`config.mk`:
```
export PLATFORM = sky130hd
export DESIGN_NAME = frame_assembler_flat
export DESIGN_NICKNAME = d
export VERILOG_FILES = /design/src/rtl/frame_assembler_if.sv /design/src/rtl/frame_assembler.sv /design/src/flat_wrapper.sv
export SDC_FILE = /design/constraint.sdc
export NUM_CORES = 1
export LEC_CHECK = 0
export CELL_PAD_IN_SITES_DETAIL_PLACEMENT = 2
export CELL_PAD_IN_SITES_GLOBAL_PLACEMENT = 2
export CORE_ASPECT_RATIO = 2
export CORE_MARGIN = 2
export CORE_UTILIZATION = 31
export CTS_BUF_LIST = sky130_fd_sc_hd__clkbuf_4
export DETAILED_ROUTE_END_ITERATION = 8
export PLACE_DENSITY = 0.83
export RECOVER_POWER = 100
export SKIP_CTS_REPAIR_TIMING = 1
export SLEW_MARGIN = 20
export SYNTH_ARGS = -nofsm -noshare
export SYNTH_HDL_FRONTEND = slang
export SYNTH_SLANG_ARGS = --single-unit
```
`constraint.sdc`:
```
create_clock -name clk -period 2 [get_ports clk]
set_input_delay 0.6 -clock clk [delete_from_list [all_inputs] [get_ports clk]]
set_output_delay 0.6 -clock clk [all_outputs]
set_load 0.1 [all_outputs]
```
`src/rtl/frame_assembler_if.sv`:
```
// Command/frame bus for frame_assembler: word writes and send commands in,
// committed frames out, plus sticky error and commit counter.
interface frame_assembler_if #(
    parameter int DEPTH  = 64,
    parameter int WORD_W = 16,
    parameter int ADDR_W = 15
);
    localparam int CMD_W = 1 + ADDR_W + WORD_W;

    logic [CMD_W-1:0] cmd;
    logic             cmd_valid;
    logic             cmd_ready;
    logic [DEPTH-1:0] dout;
    logic             dout_valid;
    logic             dout_ready;
    logic             wr_err;
    logic [15:0]      frame_cnt;

    modport master (
        output cmd, cmd_valid, dout_ready,
        input  cmd_ready, dout, dout_valid, wr_err, frame_cnt
    );

    modport slave (
        input  cmd, cmd_valid, dout_ready,
        output cmd_ready, dout, dout_valid, wr_err, frame_cnt
    );
endinterface

```
`src/rtl/frame_assembler.sv`:
```
// Assembles a DEPTH-bit frame from indexed word writes and presents it on send.
// FRAME_ASM_DOUBLE_BUF_EN: separate output register so writes never stall.
module frame_assembler #(
    parameter int DEPTH  = 64,
    parameter int WORD_W = 16,
    parameter int ADDR_W = 15
) (
    input  logic              clk,
    input  logic              rst_n,
    frame_assembler_if.slave  bus
);
    localparam int NWORDS = DEPTH / WORD_W;
    localparam int CMD_W  = 1 + ADDR_W + WORD_W;
    localparam logic [ADDR_W:0] NW_C = (ADDR_W+1)'(NWORDS);

    typedef enum logic {EMPTY, FULL} state_t;

    state_t              state, state_nxt;
    logic                send, acc, wr_acc, sd_acc, in_range, take;
    logic [ADDR_W-1:0]   idx;
    logic [WORD_W-1:0]   data;
    logic [DEPTH-1:0]    back_buf;
    logic [15:0]         cnt_q;
    logic                err_q;

    assign send     = bus.cmd[CMD_W-1];
    assign idx      = bus.cmd[CMD_W-2:WORD_W];
    assign data     = bus.cmd[WORD_W-1:0];
    assign in_range = ({1'b0, idx} < NW_C);
    assign acc      = bus.cmd_valid && bus.cmd_ready;
    assign wr_acc   = acc && !send;
    assign sd_acc   = acc && send;
    assign take     = bus.dout_valid && bus.dout_ready;

    always_ff @(posedge clk or negedge rst_n) begin
        if (!rst_n) state <= EMPTY;
        else        state <= state_nxt;
    end

    always_comb begin
        state_nxt = state;
        case (state)
            EMPTY:   if (sd_acc) state_nxt = FULL;
            FULL:    if (!sd_acc && bus.dout_ready) state_nxt = EMPTY;
            default: state_nxt = EMPTY;
        endcase
    end

    assign bus.dout_valid = (state == FULL);

    // Back buffer is never cleared on commit; unwritten words carry over.
    always_ff @(posedge clk or negedge rst_n) begin
        if (!rst_n) begin
            back_buf <= '0;
        end else if (wr_acc && in_range) begin
            for (int w = 0; w < NWORDS; w++)
                if (idx == ADDR_W'(w)) back_buf[w*WORD_W +: WORD_W] <= data;
        end
    end

    always_ff @(posedge clk or negedge rst_n) begin
        if (!rst_n) begin
            err_q <= 1'b0;
            cnt_q <= '0;
        end else begin
            if (wr_acc && !in_range) err_q <= 1'b1;
            if (sd_acc)              cnt_q <= cnt_q + 16'd1;
        end
    end

    assign bus.wr_err    = err_q;
    assign bus.frame_cnt = cnt_q;

`ifdef FRAME_ASM_DOUBLE_BUF_EN
    logic [DEPTH-1:0] dout_q;

    always_ff @(posedge clk or negedge rst_n) begin
        if (!rst_n)      dout_q <= '0;
        else if (sd_acc) dout_q <= back_buf;
    end

    assign bus.dout      = dout_q;
    // Only a send into an unconsumed frame must wait; writes go to the back buffer.
    assign bus.cmd_ready = !(send && bus.dout_valid && !bus.dout_ready);
`else
    // The presented frame is the buffer itself, so nothing may touch it until taken.
    assign bus.dout      = back_buf;
    assign bus.cmd_ready = !bus.dout_valid || bus.dout_ready;
`endif

    logic unused_take;
    assign unused_take = take;
endmodule

```
`src/flat_wrapper.sv`:
```
// flat-port wrapper written by rule: the top's interface ports become plain ports
module frame_assembler_flat 
#(
    parameter int DEPTH  = 64,
    parameter int WORD_W = 16,
    parameter int ADDR_W = 15
)
  (clk, rst_n, bus_cmd, bus_cmd_valid, bus_dout_ready, bus_cmd_ready, bus_dout, bus_dout_valid, bus_wr_err, bus_frame_cnt);
  frame_assembler_if #(.DEPTH(DEPTH), .WORD_W(WORD_W), .ADDR_W(ADDR_W)) bus_i ();
  input  logic clk;
  input  logic rst_n;
  input wire logic [$bits(bus_i.cmd)-1:0] bus_cmd;
  input wire logic [$bits(bus_i.cmd_valid)-1:0] bus_cmd_valid;
  input wire logic [$bits(bus_i.dout_ready)-1:0] bus_dout_ready;
  output wire logic [$bits(bus_i.cmd_ready)-1:0] bus_cmd_ready;
  output wire logic [$bits(bus_i.dout)-1:0] bus_dout;
  output wire logic [$bits(bus_i.dout_valid)-1:0] bus_dout_valid;
  output wire logic [$bits(bus_i.wr_err)-1:0] bus_wr_err;
  output wire logic [$bits(bus_i.frame_cnt)-1:0] bus_frame_cnt;
  assign bus_i.cmd = bus_cmd;
  assign bus_i.cmd_valid = bus_cmd_valid;
  assign bus_i.dout_ready = bus_dout_ready;
  assign bus_cmd_ready = bus_i.cmd_ready;
  assign bus_dout = bus_i.dout;
  assign bus_dout_valid = bus_i.dout_valid;
  assign bus_wr_err = bus_i.wr_err;
  assign bus_frame_cnt = bus_i.frame_cnt;
  frame_assembler #(.DEPTH(DEPTH), .WORD_W(WORD_W), .ADDR_W(ADDR_W)) u_core (.clk(clk), .rst_n(rst_n), .bus(bus_i));
endmodule
```
==> metrics.cfg, run 1 <==
[run_status]
run_status=complete, but fails checks
failed_checks=negative setup slack

[synth]
synth.cellmix.simpleShare_pct=9.66
synth-cells-yosys=211
edf_count=0
synth_chip_area_um2=3320
post_synth_instance_area_um2=3320
distinct_cell_type_count_of_the_synthesized_netlist=28
synth_area_per_cell_um2=15.7
yosys.stat.seqShare_pct=61.9
aoi_share_pct=0.226
ys_ff=82

[sta]
timing.final.ws_setup_ps=-53.5
fmaxAchievable_mhz=487
finalSetupViolCount=16

[critical_path]
cp_data_required_time_ps=2330
reg2reg_to=u_core.bus.dout[14]
timing.reg2reg.worst_path_depth=7
worstPathArrival_ps=2380
critPathCapture=u_core.bus.dout[14]
crit_fanout=8
timing_worst_setup_path_type=in -> reg
setup.worst_path.end_class=register
crit_path_start=bus_cmd[28]
rr_startpoint=u_core.bus.dout_valid

[power]
areal_power_density_over_the_cells_nw_per_um2=717
p_leak_nw=2.56
power_sequential_w=0.00184
intPower_w=0.00231
pg_clk_w=0.000852
power_switching_w=0.00130
pwr-share-clk_pct=23.6

[die]
num_rows=53

[final_layout]
final_common_cell=sky130_fd_sc_hd__clkbuf_4
final_cell_mix=sky130_fd_sc_hd__clkbuf_4 (83), sky130_fd_sc_hd__dfrtp_1 (80), sky130_fd_sc_hd__mux2_2 (40), sky130_fd_sc_hd__mux2_4 (21), sky130_fd_sc_hd__clkdlybuf4s50_1 (21)

[worst_hold_path]
hold_path.startpoint=u_core.bus.wr_err
min_delay_path_depth=1

[clock_tree]
max-clock-path-buffers=2
clock_slew_at_reported_path_ffs_ps=130
tritoncts=yes
tritoncts.num_buffers=9
cts.sinks=82

[global_route]
globalRoute.totalOverflow=0
grt_util_all_layers_pct=20.6

[run]
maxCapViolations=0
warnings=28

[detailed_routing]
met3_length_um=654
wl_met1_mm=3.67

[run 1: area by class of cell]
cell class              instances  area, um2
diodes                          1       2.50
multi-input cells             122       1310
well taps                     137        171
inverters                       2       15.0
fillers                      1087       5430
clock inverters                 7       43.8
clock buffers                   9       67.6
repair buffers                147       1380
flip-flops and latches         82       2060
[run 1: state kept, by name (all words and copies together) (netlist names)]
register and count:
u_core.bus.dout 64, u_core.bus.dout_valid 1, u_core.bus.frame_cnt 16, u_core.bus.wr_err 1
[run 1: synth_stat cells (3+ instances only)]
cell type	instances	area share (%)
sky130_fd_sc_hd__dfrtp_1	82	62
sky130_fd_sc_hd__nor4_4	3	1.9
sky130_fd_sc_hd__mux2_2	59	20
sky130_fd_sc_hd__nand2_1	8	0.91
sky130_fd_sc_hd__and4_1	3	0.79
sky130_fd_sc_hd__buf_6	4	1.4
sky130_fd_sc_hd__xor2_1	3	0.79
sky130_fd_sc_hd__xnor2_1	12	3.2
sky130_fd_sc_hd__mux2_1	6	2.0
sky130_fd_sc_hd__nand4_1	8	1.5
[run 1: critical path, cell delays in order]
cell and delay (ps):
sky130_fd_sc_hd__clkdlybuf4s50_1 440, sky130_fd_sc_hd__nor2_1 200, sky130_fd_sc_hd__nand3_2 150, sky130_fd_sc_hd__nor4_4 430
sky130_fd_sc_hd__clkbuf_16 250, sky130_fd_sc_hd__mux2_4 300
[run 1: metrics by stage]
stage               worst slack [ps]  std cells  cell area (um2)
CTS                             -205        498             5880
finish                         -53.5        507             5050
floorplan                       -138        211             3430
global placement                -567        482             5770
global route                   -67.8        507             5050
detailed placement              -681        482             5770
[run 1: cell families after synthesis]
family	Yosys count
muxes	65
AOI/OAI and AO/OA	1
buffers and inverters	7
DFF	82
xor gates and xnor gates	15
adders and majority gates	1
and+or+nand+nor	40
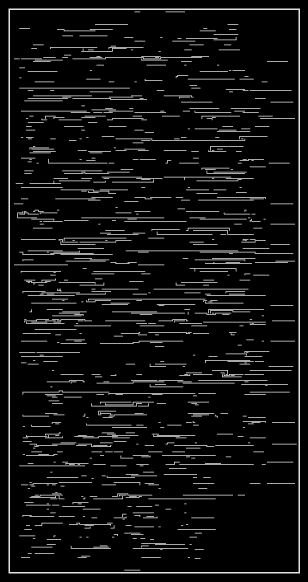
Figure 1: run 1, met1 routing.
The layer carries 3,670 um of wire. The layer holds 31% of the routed length. The longest straight run is 31.3 um. 358 nets have wire on it.

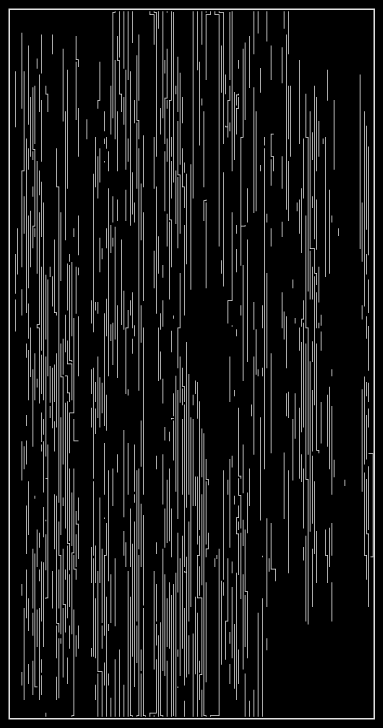
Figure 2: run 1, signal wires on met2.
The wires run mostly vertical. 396 nets have wire on it. The longest straight run is 68.0 um. The layer holds 61% of the routed length. The layer carries 7,210 um of wire.

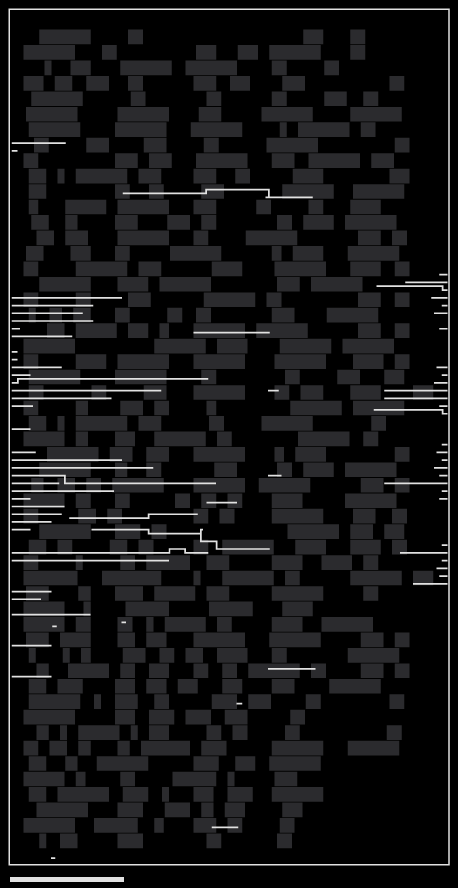
Figure 3: run 1, the metal 3 layer.
The bar under the picture is 20 um long. Cells faint in the background.
67 nets have wire on it. The longest straight run is 33.4 um. The wires run mostly horizontal. The layer holds 5.6% of the routed length.

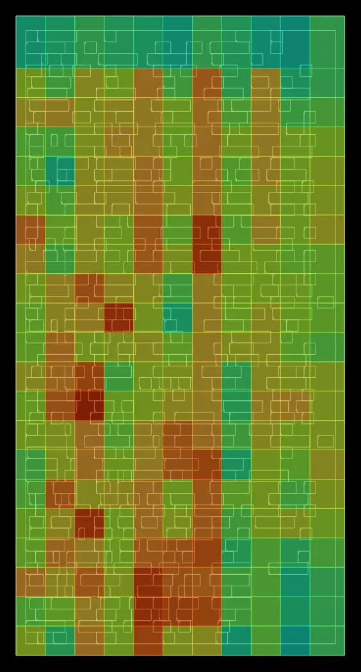
Figure 4: run 1, congestion heat map.
final core area utilization: 48.2%
gr busiest metal: met2
wire length per cell: 23.2 um

==> run 2, diff against run 1 <==
--- a/config.mk
+++ b/config.mk
@@ -8,7 +8,7 @@
 export CELL_PAD_IN_SITES_DETAIL_PLACEMENT = 2
 export CELL_PAD_IN_SITES_GLOBAL_PLACEMENT = 2
 export CORE_ASPECT_RATIO = 2
-export CORE_MARGIN = 2
+export CORE_MARGIN = 1
 export CORE_UTILIZATION = 31
 export CTS_BUF_LIST = sky130_fd_sc_hd__clkbuf_4
 export DETAILED_ROUTE_END_ITERATION = 8
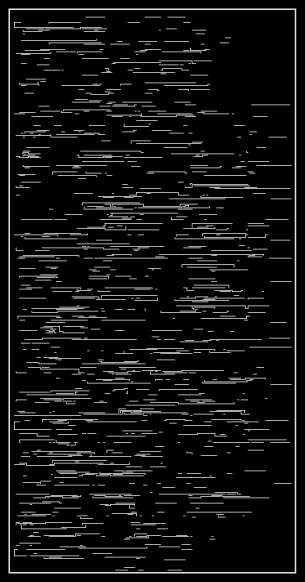
Figure 5: run 2, met1 routing.
The layer holds 31% of the routed length. The layer carries 3,880 um of wire. The longest straight run is 23.9 um. 349 nets have wire on it.

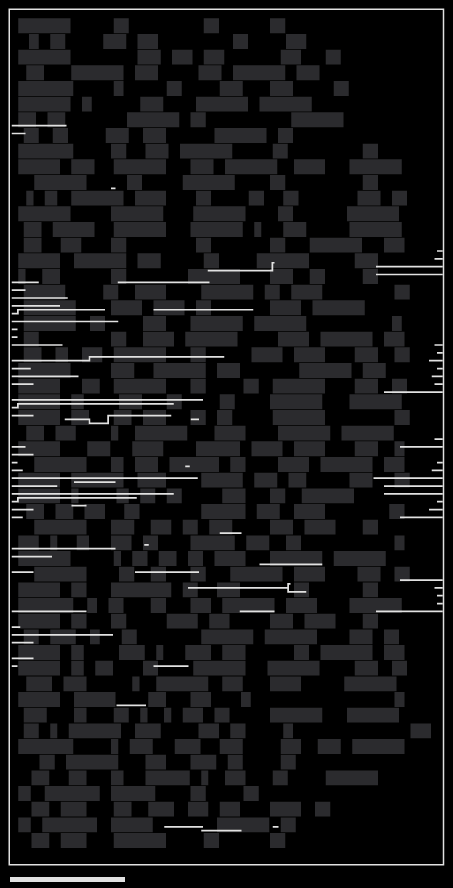
Figure 6: run 2, the metal 3 layer.
The bar under the picture is 20 um long. Cells faint in the background.
The longest straight run is 32.9 um. The layer carries 636 um of wire.

==> metrics.cfg, run 2 <==
[run_status]
run_status=complete, but fails checks  ; unchanged
failed_checks=negative setup slack  ; unchanged

[run]
maxCapViolations=0  ; unchanged
warnings=28  ; unchanged

[sta]
finalSetupViolCount=11  ; was 16
fmaxAchievable_mhz=496  ; was 487 MHz
timing.final.ws_setup_ps=-17.8  ; was -53.5 ps

[final_layout]
final_common_cell=sky130_fd_sc_hd__dfrtp_1  ; was sky130_fd_sc_hd__clkbuf_4
fillerInstances=1053  ; was 1,087
combinational_gate_area_um2=1330  ; was 1310 um2
antennaDiodeCount=0  ; was 1
total_non_filler_cell_area_in_the_finished_layout_um2=5130  ; was 5050 um2
final-seq-area_um2=2060  ; about the same
largest_register_ffs=64  ; unchanged

[synth]
synth_chip_area_um2=3320  ; unchanged
post_synth_instance_area_um2=3320  ; unchanged
ys_ff=82  ; unchanged
post-synth-top-area-cell=sky130_fd_sc_hd__dfrtp_1  ; unchanged
netlist.top_cell.by_instances=sky130_fd_sc_hd__dfrtp_1  ; unchanged
netlist.area_leader.share_pct=61.9  ; unchanged
post_synth_most_frequent_cells=sky130_fd_sc_hd__dfrtp_1 (82), sky130_fd_sc_hd__mux2_2 (59), sky130_fd_sc_hd__xnor2_1 (12)  ; unchanged
synth-cells-yosys=211  ; unchanged
synth_area_per_cell_um2=15.7  ; unchanged
edf_count=0  ; unchanged
synth.top_cells.by_area=sky130_fd_sc_hd__dfrtp_1 (62%), sky130_fd_sc_hd__mux2_2 (20%), sky130_fd_sc_hd__xnor2_1 (3.2%), sky130_fd_sc_hd__mux2_1 (2.0%), sky130_fd_sc_hd__nor4_4 (1.9%)  ; unchanged

[detailed_routing]
wl_met1_mm=3.88  ; was 3.67 mm
wl_per_cell_um=24.6  ; was 23.2 um

[critical_path]
crit_path_start=bus_cmd_valid  ; was bus_cmd[28]
critPathMaxStageDelay_ps=630  ; was 440 ps
critPathCapture=u_core.bus.frame_cnt[14]  ; was u_core.bus.dout[14]
cells_along_the_critical_path=clkdlybuf4s50_1 > nand2_1 > nor4b_1 > buf_4 > nand4_1 > xnor2_1  ; was clkdlybuf4s50_1 > nor2_1 > nand3_2 > nor4_4 > clkbuf_16 > mux2_4
setup.worst_path.end_class=register  ; unchanged
timing.reg2reg.worst_path_depth=7  ; unchanged
cell_with_the_largest_stage_delay_on_the_worst_path=sky130_fd_sc_hd__clkdlybuf4s50_1  ; unchanged
rr_startpoint=u_core.bus.dout_valid  ; unchanged
reg2reg_to=u_core.bus.dout[43]  ; was u_core.bus.dout[14]

[global_route]
grt_util_all_layers_pct=22.6  ; was 20.6%

[placement]
postPlaceCellArea_um2=5760  ; was 5770 um2
detailedPlace.worstSlack_ps=-675  ; was -681 ps

[power]
power_switching_w=0.00134  ; was 0.00130 W
p_leak_nw=2.59  ; was 2.56 nW
areal_power_density_over_the_cells_nw_per_um2=716  ; was 717 nW/um2

[clock_tree]
max-clock-path-buffers=2  ; unchanged
tritoncts.num_buffers=9  ; unchanged
cts.sinks=82  ; unchanged
tritoncts=yes  ; unchanged

[die]
num_rows=53  ; unchanged

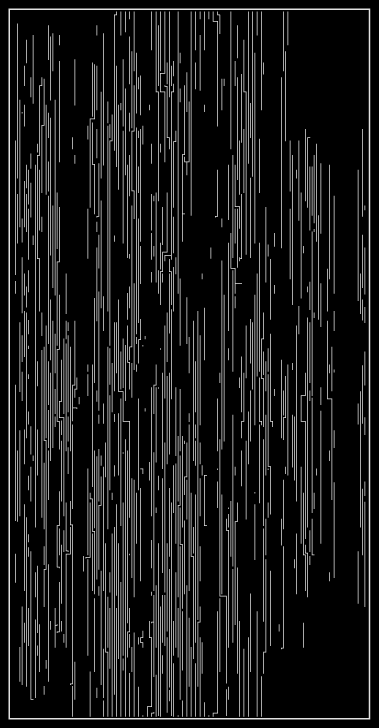
Figure 7: run 2, signal wires on met2.
The wires run mostly vertical. The layer holds 62% of the routed length.

==> run 2: critical path: cells and delay by family <==
| family | cells | cell delay, ps |
|---|---|---|
| buffers and inverters | 2 | 860 |
| and+or+nand+nor | 3 | 730 |
| xor gates and xnor gates | 1 | 160 |
==> run 2: power by group through the flow <==
stage,Combinational (W),Sequential (W),Clock (W)
floorplan,0.000108,0.00222,0
global placement,0.000903,0.00188,0
detailed placement,0.000925,0.00188,0
CTS,0.000932,0.00186,0.000926
global route,0.000963,0.00187,0.000973
finish,0.000933,0.00185,0.000887
==> run 2: through the flow <==
stage	std cells	utilization [%]	TNS, ps
2_1_floorplan	211	-	-3560
3_3_place_gp	486	55.0	-37270
3_5_place_dp	486	55.0	-41620
4_1_cts	502	56.2	-6100
5_1_grt	507	49.0	-1910
6_report	507	49.0	-69.7
==> run 2: cell families after synthesis <==
kind of cell / after synthesis / synth area share [%]
muxes: 65 / 22.1
AOI/OAI and AO/OA: 1 / 0.226
xor gates and xnor gates: 15 / 3.96
adders and majority gates: 1 / 0.377
buffers and inverters: 7 / 1.81
DFF: 82 / 61.9
and+or+nand+nor: 40 / 9.66
==> run 2: layout make-up <==
| class | count | area share [%] |
|---|---|---|
| sequential | 82 | 40.2 |
| inverter | 2 | 0.292 |
| clock buffer | 9 | 1.32 |
| clock inverter | 7 | 1.02 |
| timing repair buffer | 148 | 28.0 |
| tap | 137 | 3.34 |
| multi-input combinational | 122 | 25.8 |
==> run 2: metal layers <==
layer	vias to the layer above	track usage, %
met2	90	44.5
met5	-	0
met1	1269	21.3
li1	1072	-
met3	17	5.62
met4	0	7.59
Figure 8. Congestion heat map (run 2).
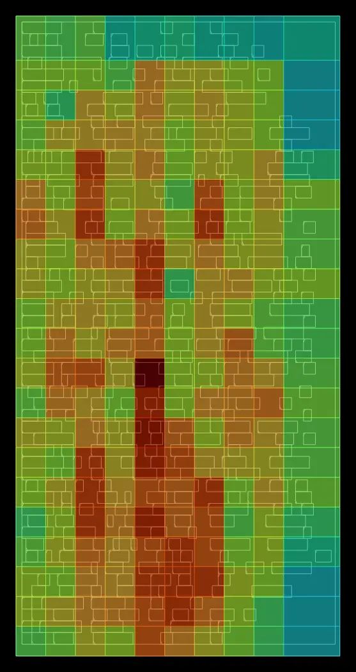

==> run 3, diff against run 2 <==
--- a/config.mk
+++ b/config.mk
@@ -9,10 +9,10 @@
 export CELL_PAD_IN_SITES_GLOBAL_PLACEMENT = 2
 export CORE_ASPECT_RATIO = 2
 export CORE_MARGIN = 1
-export CORE_UTILIZATION = 31
+export CORE_UTILIZATION = 33
 export CTS_BUF_LIST = sky130_fd_sc_hd__clkbuf_4
 export DETAILED_ROUTE_END_ITERATION = 8
-export PLACE_DENSITY = 0.83
+export PLACE_DENSITY = 0.87
 export RECOVER_POWER = 100
 export SKIP_CTS_REPAIR_TIMING = 1
 export SLEW_MARGIN = 20
==> constraint.sdc (replaced) <==
create_clock -name clk -period 2.62 [get_ports clk]
set_input_delay 0.786 -clock clk [delete_from_list [all_inputs] [get_ports clk]]
set_output_delay 0.786 -clock clk [all_outputs]
set_load 0.1 [all_outputs]
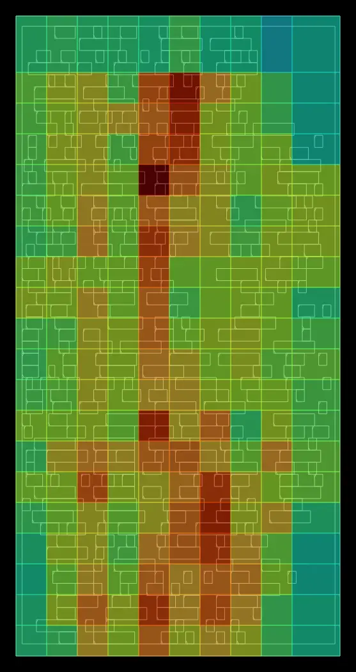
Figure 9: run 3, congestion heat map.
GRT Total Usage: 19.8%
met2 capacity usage during global routing: 38.3%

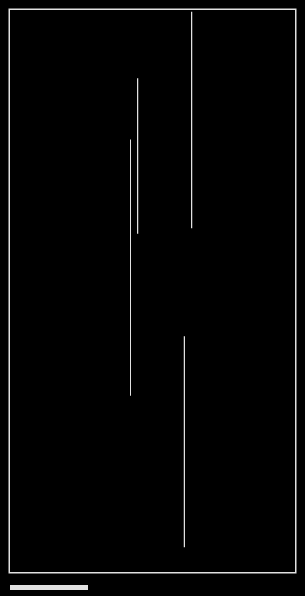
Figure 10: run 3, met4 routing.
The bar under the picture is 20 um long.
The layer holds 2.2% of the routed length. 4 nets have wire on it.

==> metrics.cfg, run 3 <==
[critical_path]
rr_startpoint=u_core.bus.dout_valid  ; unchanged
crit_fanout=5  ; unchanged
timing.reg2reg.worst_path_depth=6  ; was 7
crit_path_start=bus_dout_ready  ; was bus_cmd_valid
cp_data_required_time_ps=1830  ; was 2340 ps
reg2reg_to=u_core.bus.dout[27]  ; was u_core.bus.dout[43]
setup.worst_path.end_class=output pin  ; was register
timing_worst_setup_path_type=in -> out  ; was in -> reg
worstPathArrival_ps=1660  ; was 2350 ps
critPathCapture=bus_cmd_ready  ; was u_core.bus.frame_cnt[14]

[die]
num_rows=51  ; was 53

[final_layout]
layout_cells_excl_fill=488  ; was 507
layout.core_utilization_pct=45.5  ; was 49.0%
layout-drive-gt1-share_pct=50.7  ; was 55.9%
fillerInstances=1028  ; was 1,053
largest_register_ffs=64  ; unchanged
layout.nets=387  ; was 402

[synth]
netlist.area_leader.share_pct=61.9  ; unchanged
post_synth_instance_area_um2=3320  ; unchanged
ys_ff=82  ; unchanged
post-synth-top-area-cell=sky130_fd_sc_hd__dfrtp_1  ; unchanged
synth.top_cells.by_area=sky130_fd_sc_hd__dfrtp_1 (62%), sky130_fd_sc_hd__mux2_2 (20%), sky130_fd_sc_hd__xnor2_1 (3.2%), sky130_fd_sc_hd__mux2_1 (2.0%), sky130_fd_sc_hd__nor4_4 (1.9%)  ; unchanged
synth_warnings=0  ; unchanged
synth_chip_area_um2=3320  ; unchanged
synth_area_per_cell_um2=15.7  ; unchanged
distinct_cell_type_count_of_the_synthesized_netlist=28  ; unchanged
synth-cells-yosys=211  ; unchanged
post_synth_most_frequent_cells=sky130_fd_sc_hd__dfrtp_1 (82), sky130_fd_sc_hd__mux2_2 (59), sky130_fd_sc_hd__xnor2_1 (12)  ; unchanged
netlist.top_cell.by_instances=sky130_fd_sc_hd__dfrtp_1  ; unchanged
yosys.stat.seqShare_pct=61.9  ; unchanged

[worst_hold_path]
hold_path.class=reg -> reg  ; was in -> async
hold_path.startpoint=u_core.bus.frame_cnt[15]
min_delay_path_depth=1

[clock_tree]
tritoncts=yes  ; unchanged
cts.sinks=82  ; unchanged
max-clock-path-buffers=2  ; unchanged
clock_slew_at_reported_path_ffs_ps=120  ; was 140 ps

[run]
maxCapViolations=0  ; unchanged
warnings=26  ; was 28

[global_route]
globalRoute.totalOverflow=0  ; unchanged

[run_status]
run_status=completed  ; was complete, but fails checks

[detailed_routing]
wl_per_cell_um=19.7  ; was 24.6 um

[placement]
dp_cells=471  ; was 486

[power]
p_leak_nw=2.31  ; was 2.59 nW

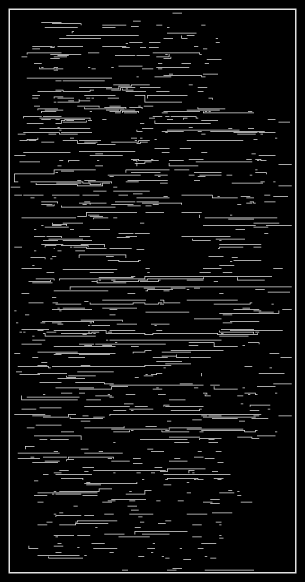
Figure 11: run 3, met1 routing.
The wires run mostly horizontal. 324 nets have wire on it. The layer carries 3,390 um of wire. The layer holds 35% of the routed length.

run 3: cell counts after synthesis:
No cell type changed its count.
run 3: logic make-up after synthesis:
| logic type | count (synthesis) | synth area share [%] |
|---|---|---|
| compound gates | 1 | 0.226 |
| xor+xnor | 15 | 3.96 |
| fa+ha+maj | 1 | 0.377 |
| buf+inv | 7 | 1.81 |
| flops | 82 | 61.9 |
| mux | 65 | 22.1 |
| simple gates | 40 | 9.66 |
run 3: worst max-delay path, cell delays in order:
cell,delay [ps]
sky130_fd_sc_hd__clkdlybuf4s50_1,510
sky130_fd_sc_hd__nor2b_4,60
sky130_fd_sc_hd__inv_2,120
sky130_fd_sc_hd__buf_12,190
run 3: layout make-up:
cell class	count	area, um2	share of cell area, %
Clock inverter	6	81.3	1.83
Sequential cell	82	2050	46.2
Timing Repair Buffer	133	873	19.7
Clock buffer	10	75.1	1.69
Antenna cell	1	2.50	0.0564
Multi-Input combinational cell	122	1180	26.6
Inverter	2	7.51	0.169
Tap cell	132	165	3.72
run 3: report_power, final:
group	switching (W)	total, W	internal, W	leakage, nW
sequential	0.0000659	0.00137	0.00131	1.13
combinational	0.000426	0.000553	0.000127	1.10
clock	0.000429	0.000821	0.000392	0.0838
total	0.000921	0.00275	0.00183	2.31
run 3: layer usage:
metal	track usage [%]	up-vias	part of all wire (%)
met4	7.64	0	2.2
met2	38.3	74	59
met3	3.30	12	3.2
met1	20.6	1187	35
li1	-	1040	-
met5	0	-	0
run 3: per-stage QoR:
stage                     worst slack, ps  TNS (ps)  power, W  hold slack (ps)  cell area (um2)
after floorplan                       159         0   0.00176              490             3320
after global placement              -97.8     -4350   0.00197              466             4560
after detailed placement             -183     -9080   0.00198              471             4560
after CTS                             156         0   0.00282              343             4720
after global routing                 69.4         0   0.00286              513             4440
final                                 173         0   0.00275              484             4440
No activity file was given, so power comes from the tool's default toggle rates.
